File: config.mk
export PLATFORM = sky130hd
export DESIGN_NAME = dma_priority_arbiter
export DESIGN_NICKNAME = d
export VERILOG_FILES = /design/src/rtl/dma_pkg.sv /design/src/rtl/dma_priority_encoder.sv /design/src/rtl/dma_priority_arbiter.sv
export SDC_FILE = /design/constraint.sdc
export NUM_CORES = 1
export LEC_CHECK = 0
export CAP_MARGIN = 40
export CORE_AREA = 5 5 42 44
export CTS_CLUSTER_DIAMETER = 100
export DETAILED_ROUTE_END_ITERATION = 12
export DIE_AREA = 0 0 47 49
export DONT_BUFFER_PORTS = 1
export PLACE_DENSITY = 0.77
export SLEW_MARGIN = 0
export SYNTH_ARGS = -nofsm -noshare
export SYNTH_HDL_FRONTEND = slang
export SYNTH_SLANG_ARGS = --single-unit
File: constraint.sdc
create_clock -name i_clk -period 5 [get_ports i_clk]
set_input_delay 0.75 -clock i_clk [delete_from_list [all_inputs] [get_ports i_clk]]
set_output_delay 0.75 -clock i_clk [all_outputs]
set_load 0.02 [all_outputs]
File: src/rtl/dma_pkg.sv
// Shared types and constants for the DMA priority arbiter.
package dma_pkg;

  localparam int NUM_CH = 4;

  // Channel index, wide enough for NUM_CH channels.
  typedef logic [1:0] ch_idx_t;

  typedef enum logic [1:0] {
    ST_IDLE    = 2'd0,
    ST_REQ     = 2'd1,
    ST_GRANT   = 2'd2,
    ST_RELEASE = 2'd3
  } arb_state_t;

  // Channel following ch in rotating order; wraps 3 -> 0 naturally in 2 bits.
  function automatic ch_idx_t next_ch(input ch_idx_t ch);
    return ch + ch_idx_t'(1);
  endfunction

endpackage

File: src/rtl/dma_priority_encoder.sv
// Combinational winner selection: fixed (ch0 highest) or rotating from a pointer.
module dma_priority_encoder
  import dma_pkg::*;
(
  input  logic [NUM_CH-1:0] i_req,
  input  ch_idx_t           i_ptr,
  input  logic              i_rotating,
  output ch_idx_t           o_winner,
  output logic              o_valid
);

  // Fixed mode is rotating mode with the search starting at channel 0.
  ch_idx_t           w_base;
  logic [NUM_CH-1:0] w_rot;
  ch_idx_t           w_offset;

  assign w_base = i_rotating ? i_ptr : ch_idx_t'(0);

  // Rotate the request vector so bit 0 is the current highest-priority channel.
  generate
    for (genvar gi = 0; gi < NUM_CH; gi++) begin : g_rot
      localparam ch_idx_t OFFS = ch_idx_t'(gi);
      assign w_rot[gi] = i_req[w_base + OFFS];
    end
  endgenerate

  // Lowest set bit of the rotated vector wins; descending scan leaves the lowest.
  always_comb begin
    w_offset = '0;
    for (int i = NUM_CH - 1; i >= 0; i--) begin
      if (w_rot[i]) w_offset = ch_idx_t'(i);
    end
  end

  assign o_winner = w_base + w_offset;
  assign o_valid  = |i_req;

endmodule

File: src/rtl/dma_priority_arbiter.sv
// DMA channel arbiter: hold-request handshake with the CPU and one-hot channel grant.
module dma_priority_arbiter
  import dma_pkg::*;
(
  input  logic              i_clk,
  input  logic              i_rst,
  input  logic [NUM_CH-1:0] i_dreq,
  input  logic [NUM_CH-1:0] i_sw_req,
  input  logic [NUM_CH-1:0] i_mask,
  input  logic              i_rotating,
  input  logic              i_enable,
  input  logic              i_hlda,
  input  logic              i_xfer_done,
  output logic              o_hrq,
  output logic [NUM_CH-1:0] o_dack,
  output ch_idx_t           o_active_ch,
  output logic              o_ch_valid
);

  arb_state_t        r_state;
  ch_idx_t           r_ptr;
  logic              r_hrq;
  logic [NUM_CH-1:0] r_dack;
  ch_idx_t           r_active_ch;
  logic              r_ch_valid;

  arb_state_t        w_state_next;
  ch_idx_t           w_ptr_next;
  ch_idx_t           w_grant_ch;
  logic              w_grant_valid;
  logic [NUM_CH-1:0] w_dack_next;
  logic [NUM_CH-1:0] w_eff_req;
  ch_idx_t           w_winner;
  logic              w_any_req;

  assign w_eff_req = i_enable ? ((i_dreq | i_sw_req) & ~i_mask) : '0;

  dma_priority_encoder u_enc (
    .i_req      (w_eff_req),
    .i_ptr      (r_ptr),
    .i_rotating (i_rotating),
    .o_winner   (w_winner),
    .o_valid    (w_any_req)
  );

  // Next-state, pointer update and granted channel; the grant is frozen while in GRANT.
  always_comb begin
    w_state_next = r_state;
    w_ptr_next   = r_ptr;
    w_grant_ch   = r_active_ch;
    case (r_state)
      ST_IDLE: begin
        if (w_any_req) w_state_next = ST_REQ;
      end
      ST_REQ: begin
        if (i_hlda && w_any_req) begin
          w_state_next = ST_GRANT;
          w_grant_ch   = w_winner;
        end else if (i_hlda) begin
          w_state_next = ST_RELEASE;
        end else if (!w_any_req) begin
          w_state_next = ST_IDLE;
        end
      end
      ST_GRANT: begin
        // A completed service always advances the pointer, even if HLDA drops with it.
        if (i_xfer_done) begin
          w_ptr_next   = next_ch(r_active_ch);
          w_state_next = i_hlda ? ST_RELEASE : ST_IDLE;
        end else if (!i_hlda) begin
          w_state_next = ST_IDLE;
        end
      end
      ST_RELEASE: begin
        if (!i_hlda) w_state_next = ST_IDLE;
      end
      default: w_state_next = ST_IDLE;
    endcase
  end

  assign w_grant_valid = (w_state_next == ST_GRANT);

  // One-hot acknowledge decode; at most one bit can match the granted index.
  generate
    for (genvar gi = 0; gi < NUM_CH; gi++) begin : g_dack
      assign w_dack_next[gi] = w_grant_valid && (w_grant_ch == ch_idx_t'(gi));
    end
  endgenerate

  // State and registered outputs, cleared asynchronously by reset.
  always_ff @(posedge i_clk or posedge i_rst) begin
    if (i_rst) begin
      r_state     <= ST_IDLE;
      r_ptr       <= '0;
      r_hrq       <= 1'b0;
      r_dack      <= '0;
      r_active_ch <= '0;
      r_ch_valid  <= 1'b0;
    end else begin
      r_state     <= w_state_next;
      r_ptr       <= w_ptr_next;
      r_hrq       <= (w_state_next == ST_REQ) || (w_state_next == ST_GRANT);
      r_dack      <= w_dack_next;
      r_active_ch <= w_grant_valid ? w_grant_ch : ch_idx_t'(0);
      r_ch_valid  <= w_grant_valid;
    end
  end

  assign o_hrq       = r_hrq;
  assign o_dack      = r_dack;
  assign o_active_ch = r_active_ch;
  assign o_ch_valid  = r_ch_valid;

endmodule

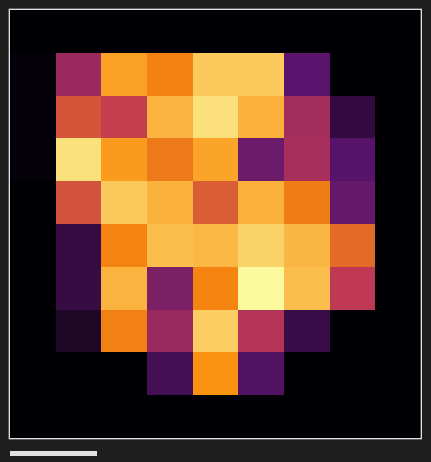
Figure 1: placement density heat map.
Scale bar: 10 um. The die is cut into 9 by 10 equal tiles; black is low, pale yellow is high, 0 to 100% covered.
- fullest tile: 99%
- nearly empty tiles: 44%
- tiles over 75% full: 23%
- emptiest ninth of the die: bottom right
- densest ninth of the die: middle
CORE AREA: 0.00140 mm^2
floorplan core density: 53.0%

==> impl_metrics.tcl <==
# place-and-route summary
set metrics [dict create \
    status "finished clean" \
    drt-total-wl_mm 1.46 \
    synth-xor-area-share_pct 4.55 \
    path_cells "nand2_1 -> inv_1 -> mux4_2 -> o32ai_1 -> ha_1 -> xnor2_2 -> a41o_1" \
    max_freq_ghz 0.448 \
    hold_class "input port to asynchronous set/reset pin" \
    slew_viol_final 0 \
    cp_slowest_cell "mux4_2" \
    drive_gt1_share_pct 13.8 \
    grt_pass1_wl_mm 2.59 \
    synth-seq-area-share_pct 40.4 \
    vias_per_cell 6.17 \
    cp.arrival_ps 2400 \
    nClkBuffers 4 \
    crit_type "flip-flop to flip-flop" \
    vdd_ir_drop_max_v 0.000203 \
    r2r-start "r_ptr[0]" \
    grt_max_degree 13 \
    syn_area_um2 743 \
    ys_sh_mux_pct 10.4 \
    maxSlewHeadroom_pct 56.7 \
    via_count 592 \
    grt_use_total_pct 15.4 \
    postSynthCellCount 76 \
    comb_area_um2 405 \
    cp.buffers_inverters 1 \
    ctsResizeCount 0 \
    post_synth_main_logic_family "simple AND/OR/NAND/NOR gates" \
    numCtsBuffers 3 \
    wl_per_cell_um 15.2 \
    path_delay_family "multiplexers" \
    cp_slowest_stage_delay_ps 550 \
    nNonClkBuffers 0 \
    area_dominant_class "multi-input combinational cells" \
    ys_types 31 \
    final.fill_count 133 \
    fa_ha_area_share_pct 3.37 \
    postSynthNetCount 96 \
    worst-path-stages 7 \
    yosysCellCount 76 \
    clk_share_pct 4.54 \
    warnings 26 \
    fin_crit_ps 2230 \
    tns_ps 0 \
    grt_setup_unrepaired "false" \
    worstMarginPinSlew_ps 645 \
    area_delta_synth_final_pct 7.58 \
    finClkSkew_ps 4.98 \
    gp_congestion 0.808 \
    rr_worst_depth 7 \
    antenna_cells 0 \
    ant_nets 0 \
    die_h_um 49 \
    clkSinkCount 12 \
    dp_hpwl_mm 1.14 \
    end_kind "flip-flop" \
    layout.nets 101 \
    seq_area_um2 300 \
    flops 12 \
    area_leaders "dfrtp_1 40%, mux4_2 6.1%, inv_1 5.1%" \
    final-setup-viol-count 0 \
    final_cells 96 \
    drtIter0Drc 17 \
    p_leak_nw 0.364 \
    nWellTaps 16 \
    die-area_mm2 0.00230 \
    grt_overflow_total 0 \
    dr.pass1.iters 4 \
    aoi_share_pct 17.5 \
    nonClkBufAreaFrac_pct 0 \
    insertion_delay_ps 280 \
    yosysTopAreaCell "dfrtp_1" \
    grt_antenna_before_repair 0 \
    clockBufferDepth 2 \
    synth_top_area_share_pct 40.4 \
    timing.rr.end "o_dack[1]" \
    endpoint "o_dack[1]" \
    rrSetupSlack_ps 2770 \
    avgSynthCellArea_um2 9.78 \
    num-multi-input-gates 54 \
    max-cap-violations 0 \
    comb_area_share_pct 50.7 \
    ys_ff 12 \
    yosys_area_um2 743 \
    p_total_mw 0.313 \
    cts_root_buf "clkbuf_4" \
    rows 14 \
    hold_viol_final 0 \
    required_ps 5170 \
    clkTransAtPathRegs_ps 80 \
    io_buffers 0 \
    fp.dieW_um 47 \
    critPathMaxFanout 5 \
    finalClockPeriodUsage_pct 44.7 \
    tritoncts "yes" \
    drc 0 \
    critPathLaunchType "flip-flop" \
    dp_cells 92 \
    startpoint "r_ptr[0]" \
    post-cts-setup-buffers 0 \
    htree_levels 1 \
    seq-cell-share_pct 37.6 \
    inverters 10 \
]
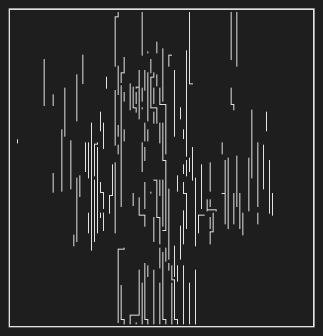
Figure 2: the metal 2 layer.
- wire length on this layer: 716 um
- nets with wire on the layer: 87

[metal layers]
metal  global-route usage (%)  wire length, um
met4                     9.68               42
met1                     20.7              617
met3                     4.06               83
met5                        0                0
met2                     21.3              715
[where the power goes]
group | internal [mW] | switching, mW
clock network | 0.0443 | 0.0340
registers | 0.113 | 0.0253
logic | 0.0438 | 0.0529
total | 0.201 | 0.112
[state kept, by name, indices dropped and copies added (netlist names)]
name and cells:
o_ch_valid 1, o_dack 4, o_hrq 1, o_active_ch 2, r_state 2, r_ptr 2
[Yosys cell counts]
master    number
a21boi_0       1
a21o_2         1
a21oi_1        2
a32o_1         1
a41o_1         1
and4_1         1
dfrtp_1       12
ha_1           2
inv_1         10
mux2_2         2
mux2i_1        1
mux4_2         2
nand2_1       10
nand3_1        3
nand3b_1       1
nand4_1        1
nand4_2        1
nand4b_1       1
nor2_1         4
nor3_1         1
nor3b_1        2
o211ai_1       5
o21a_1         1
o21ai_0        2
o22ai_1        2
o31ai_1        1
o32ai_1        1
or2b_1         1
xnor2_1        1
xnor2_2        1
xor2_1         1
[placed cells by master (no fill, tap or decap), types with 2 or more instances in the layout]
master and instances:
nor3b_1 2, inv_1 10, nand2_1 10, mux4_2 2, a21oi_1 2, clkbuf_4 3
dfrtp_1 12, o211ai_1 5, mux2_2 2, o21ai_0 2, o22ai_1 2, ha_1 2
nand3_1 3, nor2_1 4
[per-stage QoR]
stage | instance area, um^2 | setup WS, ps | util [%] | hold slack [ps]
final | 800 | 2770 | 57.1 | 358
after global routing | 800 | 2620 | 57.1 | 391
after CTS | 800 | 2770 | 57.1 | 367
after detailed placement | 763 | 2480 | 54.5 | 553
after global placement | 763 | 2470 | 54.5 | 540
after floorplan | 743 | 2630 | - | 507
No activity file was given, so power comes from the tool's default toggle rates.
